**src/rtl/mem_port_arbiter.sv**
```systemverilog
// Arbitrates N bus masters onto the single main-memory port, holds a stalled grant,
// and routes each returning load to the port that owns its memory tag.
module mem_port_arbiter #(
    parameter int NUM_PORTS = 2,
    parameter int ARB_MODE  = 1,
    parameter int TAG_W     = 4,
    parameter int DATA_W    = 64,
    parameter int ADDR_W    = 32
) (
    input  logic                              clock,
    input  logic                              reset_n,
    input  logic [NUM_PORTS-1:0][1:0]         req_command,
    input  logic [NUM_PORTS-1:0][1:0]         req_size,
    input  logic [NUM_PORTS-1:0][ADDR_W-1:0]  req_addr,
    input  logic [NUM_PORTS-1:0][DATA_W-1:0]  req_data,
    output logic [NUM_PORTS-1:0]              req_accept,
    output logic [TAG_W-1:0]                  req_resp_tag,
    output logic [NUM_PORTS-1:0]              resp_valid,
    output logic [DATA_W-1:0]                 resp_data,
    output logic [TAG_W-1:0]                  resp_tag,
    output logic [1:0]                        mem_command,
    output logic [1:0]                        mem_size,
    output logic [ADDR_W-1:0]                 mem_addr,
    output logic [DATA_W-1:0]                 mem_data,
    input  logic [TAG_W-1:0]                  mem_response,
    input  logic [DATA_W-1:0]                 mem_rdata,
    input  logic [TAG_W-1:0]                  mem_tag,
    output logic                              err_orphan,
    output logic                              err_realloc
);

    localparam int PORT_W = (NUM_PORTS > 1) ? $clog2(NUM_PORTS) : 1;
    localparam int NTAGS  = 1 << TAG_W;
    localparam logic [1:0] BUS_NONE = 2'h0;
    localparam logic [1:0] BUS_LOAD = 2'h1;

    logic [NTAGS-1:0]  tbl_valid_q;
    logic [PORT_W-1:0] tbl_owner_q [NTAGS];
    logic [PORT_W-1:0] rr_ptr_q, rr_ptr_d;
    logic              lock_valid_q, lock_valid_d;
    logic [PORT_W-1:0] lock_port_q, lock_port_d;
    logic              err_orphan_q, err_orphan_d;
    logic              err_realloc_q, err_realloc_d;

    logic              sel_valid;
    logic [PORT_W-1:0] sel;
    logic              accept;
    logic              alloc;
    logic              hit;
    logic              same_tag;

    // A held grant wins only while its owner keeps requesting; otherwise normal search.
    always_comb begin : select_port
        logic [PORT_W-1:0] cand;
        sel_valid = 1'b0;
        sel       = '0;
        cand      = '0;
        if (lock_valid_q && (req_command[lock_port_q] != BUS_NONE)) begin
            sel_valid = 1'b1;
            sel       = lock_port_q;
        end else begin
            for (int i = 0; i < NUM_PORTS; i++) begin
                if (ARB_MODE == 1) begin
                    cand = PORT_W'((int'(rr_ptr_q) + i) % NUM_PORTS);
                end else begin
                    cand = PORT_W'(i);
                end
                if (!sel_valid && (req_command[cand] != BUS_NONE)) begin
                    sel_valid = 1'b1;
                    sel       = cand;
                end
            end
        end
    end

    assign accept   = reset_n && sel_valid && (mem_response != '0);
    assign alloc    = accept && (req_command[sel] == BUS_LOAD);
    assign hit      = reset_n && (mem_tag != '0) && tbl_valid_q[mem_tag];
    assign same_tag = hit && (mem_tag == mem_response);

    always_comb begin
        mem_command  = BUS_NONE;
        mem_size     = '0;
        mem_addr     = '0;
        mem_data     = '0;
        if (reset_n && sel_valid) begin
            mem_command = req_command[sel];
            mem_size    = req_size[sel];
            mem_addr    = req_addr[sel];
            mem_data    = req_data[sel];
        end
        req_accept   = '0;
        req_resp_tag = '0;
        if (accept) begin
            req_accept[sel] = 1'b1;
            req_resp_tag    = mem_response;
        end
        resp_valid = '0;
        if (hit) begin
            resp_valid[tbl_owner_q[mem_tag]] = 1'b1;
        end
        resp_data = reset_n ? mem_rdata : '0;
        resp_tag  = reset_n ? mem_tag   : '0;
    end

    always_comb begin
        rr_ptr_d     = rr_ptr_q;
        lock_valid_d = 1'b0;
        lock_port_d  = lock_port_q;
        if (sel_valid && !accept) begin
            lock_valid_d = 1'b1;
            lock_port_d  = sel;
        end
        if ((ARB_MODE == 1) && accept) begin
            rr_ptr_d = (sel == PORT_W'(NUM_PORTS - 1)) ? '0 : sel + PORT_W'(1);
        end
        err_orphan_d  = err_orphan_q | ((mem_tag != '0) && !tbl_valid_q[mem_tag]);
        // A tag completing and being reissued in the same cycle is a legal handover.
        err_realloc_d = err_realloc_q | (alloc && tbl_valid_q[mem_response] && !same_tag);
    end

    always_ff @(posedge clock or negedge reset_n) begin
        if (!reset_n) begin
            tbl_valid_q <= '0;
            for (int t = 0; t < NTAGS; t++) begin
                tbl_owner_q[t] <= '0;
            end
            rr_ptr_q      <= '0;
            lock_valid_q  <= 1'b0;
            lock_port_q   <= '0;
            err_orphan_q  <= 1'b0;
            err_realloc_q <= 1'b0;
        end else begin
            rr_ptr_q      <= rr_ptr_d;
            lock_valid_q  <= lock_valid_d;
            lock_port_q   <= lock_port_d;
            err_orphan_q  <= err_orphan_d;
            err_realloc_q <= err_realloc_d;
            // Clear on completion first so a same-cycle reallocation overrides it.
            if (hit) begin
                tbl_valid_q[mem_tag] <= 1'b0;
            end
            if (alloc) begin
                tbl_valid_q[mem_response] <= 1'b1;
                tbl_owner_q[mem_response] <= sel;
            end
        end
    end

    assign err_orphan  = err_orphan_q;
    assign err_realloc = err_realloc_q;

endmodule
```
**config.mk**
```make
export PLATFORM = sky130hd
export DESIGN_NAME = mem_port_arbiter
export DESIGN_NICKNAME = d
export VERILOG_FILES = /design/src/rtl/mem_port_arbiter.sv
export SDC_FILE = /design/constraint.sdc
export NUM_CORES = 1
export LEC_CHECK = 0
export ABC_AREA = 1
export CAP_MARGIN = 40
export CORE_AREA = 2 2 177 179
export DETAILED_ROUTE_END_ITERATION = 8
export DIE_AREA = 0 0 179 181
export PLACE_DENSITY = 0.55
export SYNTH_ARGS = -nofsm -noshare
export SYNTH_HDL_FRONTEND = slang
export SYNTH_SLANG_ARGS = --single-unit
```
**constraint.sdc**
```tcl
create_clock -name clock -period 1.62 [get_ports clock]
set_input_delay 0.324 -clock clock [delete_from_list [all_inputs] [get_ports clock]]
set_output_delay 0.324 -clock clock [all_outputs]
set_load 0.05 [all_outputs]
```
wires.png
Drawn at 2 px/µm.
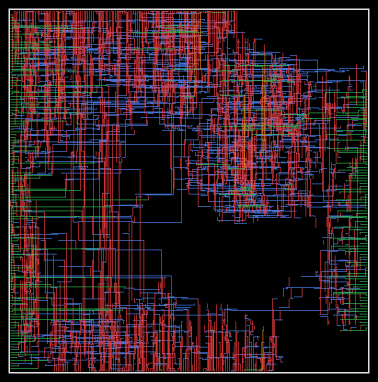
Orange stands for metal 4, wire length 460 µm. Red stands for metal 2, wire length 17300 µm. Green stands for metal 3, wire length 3000 µm. Blue stands for metal 1, wire length 11200 µm.
drt wl/cell: 17.7 µm
via count: 7672

detail.png
Window x 124 to 144, y 35 to 55 µm. Cells in gray, sequential cells in the stronger gray; small squares are vias.
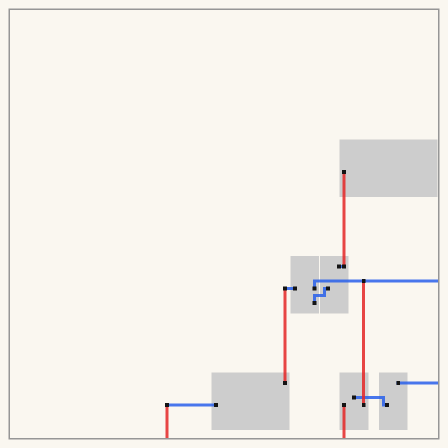
Blue stands for metal 1. Red stands for metal 2.
Sequential cells in the window: 0. 6 logic cells have their middle in the window. Most frequent: nand2_1 (2), inv_1 (2).

clk_routes.png
Drawn at 1.5 px/µm.
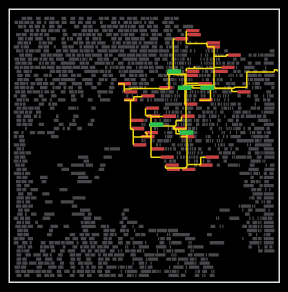
Yellow stands for clock wires, length 628 µm. Red stands for flip-flops, count 37. Green stands for clock drivers, count 5.
There are 6 routed clock nets.

congestion.png
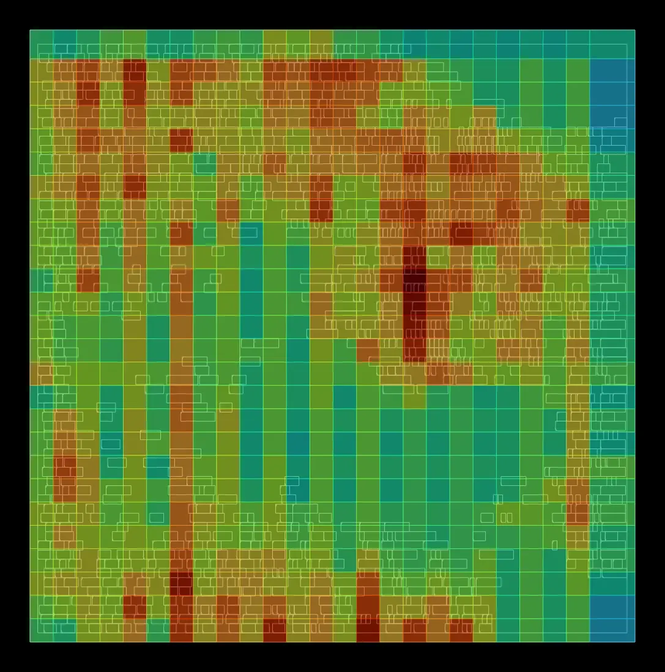
met2 Use GR: 0.348
global routing's busiest layer: met2

layer_met4.png
Drawn at 2 px/µm. Cells faint in the background.
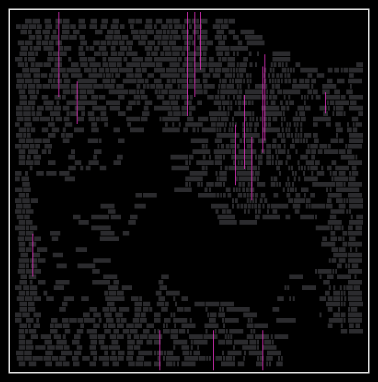
The layer holds 1.4% of the routed length. The longest straight run is 51.7 µm. The wires run mostly vertical. The layer carries 460 µm of wire.

==> flow_summary.toml <==
# generated from flow reports
[synth]
yosysTopAreaCellShare = 0.206
synth_seq_share = 0.206
postSynth.asyncResetShare = 1.00
xor_area_frac = 0.00390
logic_family = "simple AND/OR/NAND/NOR gates"

[final_layout]
fin_area_um2 = 14100
nMultiInputCombCells = 649
finalNetCount = 1683
buffer_area_frac = 0.520
nClkBuffers = 6
layout.area.comb_um2 = 4650
comb_area_frac = 0.330
largest_cell_class = "non-clock buffers"
seqCellArea_um2 = 926
n_fill_cell = 2854

[sta]
worst_slack_ns = -0.590
slew_viol_final = 0
final_hold_viol_count = 0
setup_viol = 139

[floorplanning]
fp-utilization = 0.148
die_h_um = 181

[status]
violations = "negative setup slack"
run_status = "finished, violations left"

[clocking]
clock_sinks = 37
cts_buffer_depth = 2
cts_resized = 302

[global_route]
grt_util_all_layers = 0.185

[drt]
first_iter_violations = 284
ant_nets = 0
maxUsedRoutingLayer = "met4"

[place]
place_congestion = 0.943
dpl.hpwl_um = 24300
io_buffer_count = 451

[setup_path]
worstPathRequired_ns = 1.30
endpoint_kind = "output pin"
ff2ff_path_depth = 13

[worst_hold_path]
hp-class = "in -> async"
Yosys cell counts (2+ instances only):
cell,count
a21oi_1,16
a22oi_1,9
buf_1,4
buf_2,4
buf_4,4
buf_8,2
clkbuf_1,36
dfrtp_1,37
inv_1,106
inv_2,4
nand2_1,205
nand2_2,9
nand2_4,11
nand2_8,2
nand3_1,32
nor2_1,231
nor2_2,3
o21ai_0,101
o21ai_1,17
o21ai_4,2
xor2_1,2
worst max-delay path by stage:
stage / cells after the start / slack, ns / endpoint / startpoint
after floorplan: 10 / -0.25 / resp_valid[0] / mem_tag[2]
after global placement: 10 / -0.84 / resp_valid[0] / mem_tag[0]
after detailed placement: 10 / -0.87 / resp_valid[0] / mem_tag[0]
after CTS: 8 / -0.62 / mem_data[14] / lock_valid_q
after global routing: 9 / -0.62 / mem_data[39] / lock_valid_q
final: 8 / -0.59 / mem_size[0] / rr_ptr_q
flip-flops by register name (all words and copies together) (netlist names):
name          flops
err_orphan        1
tbl_owner_q      16
lock_port_q       1
rr_ptr_q          1
lock_valid_q      1
err_realloc       1
tbl_valid_q      16
cells by family (layout without fill, tap and decap cells):
kind of cell | count (synthesis) | after routing
compound gates | 147 | 147
simple gates | 499 | 500
buf+inv | 164 | 724
xor+xnor | 2 | 2
flops | 37 | 37
metrics by stage:
stage,utilization,hold WS [ns],setup WS [ns],std cells
finish,0.465,0.134,-0.590,1806
global route,0.465,0.146,-0.625,1806
CTS,0.431,0.140,-0.618,1790
detailed placement,0.385,0.426,-0.867,1752
global placement,0.385,0.433,-0.840,1752
floorplan,-,0.0284,-0.248,849
power by group:
group          internal, µW  total (µW)  leakage, µW  switching (µW)
clock                   769        1180    0.0000831             412
combinational          3450        7580      0.00567            4120
sequential             1200        1440     0.000468             241
total                  5420       10200      0.00622            4780
Power figures rest on the tool's default switching activity, not on a simulated workload.
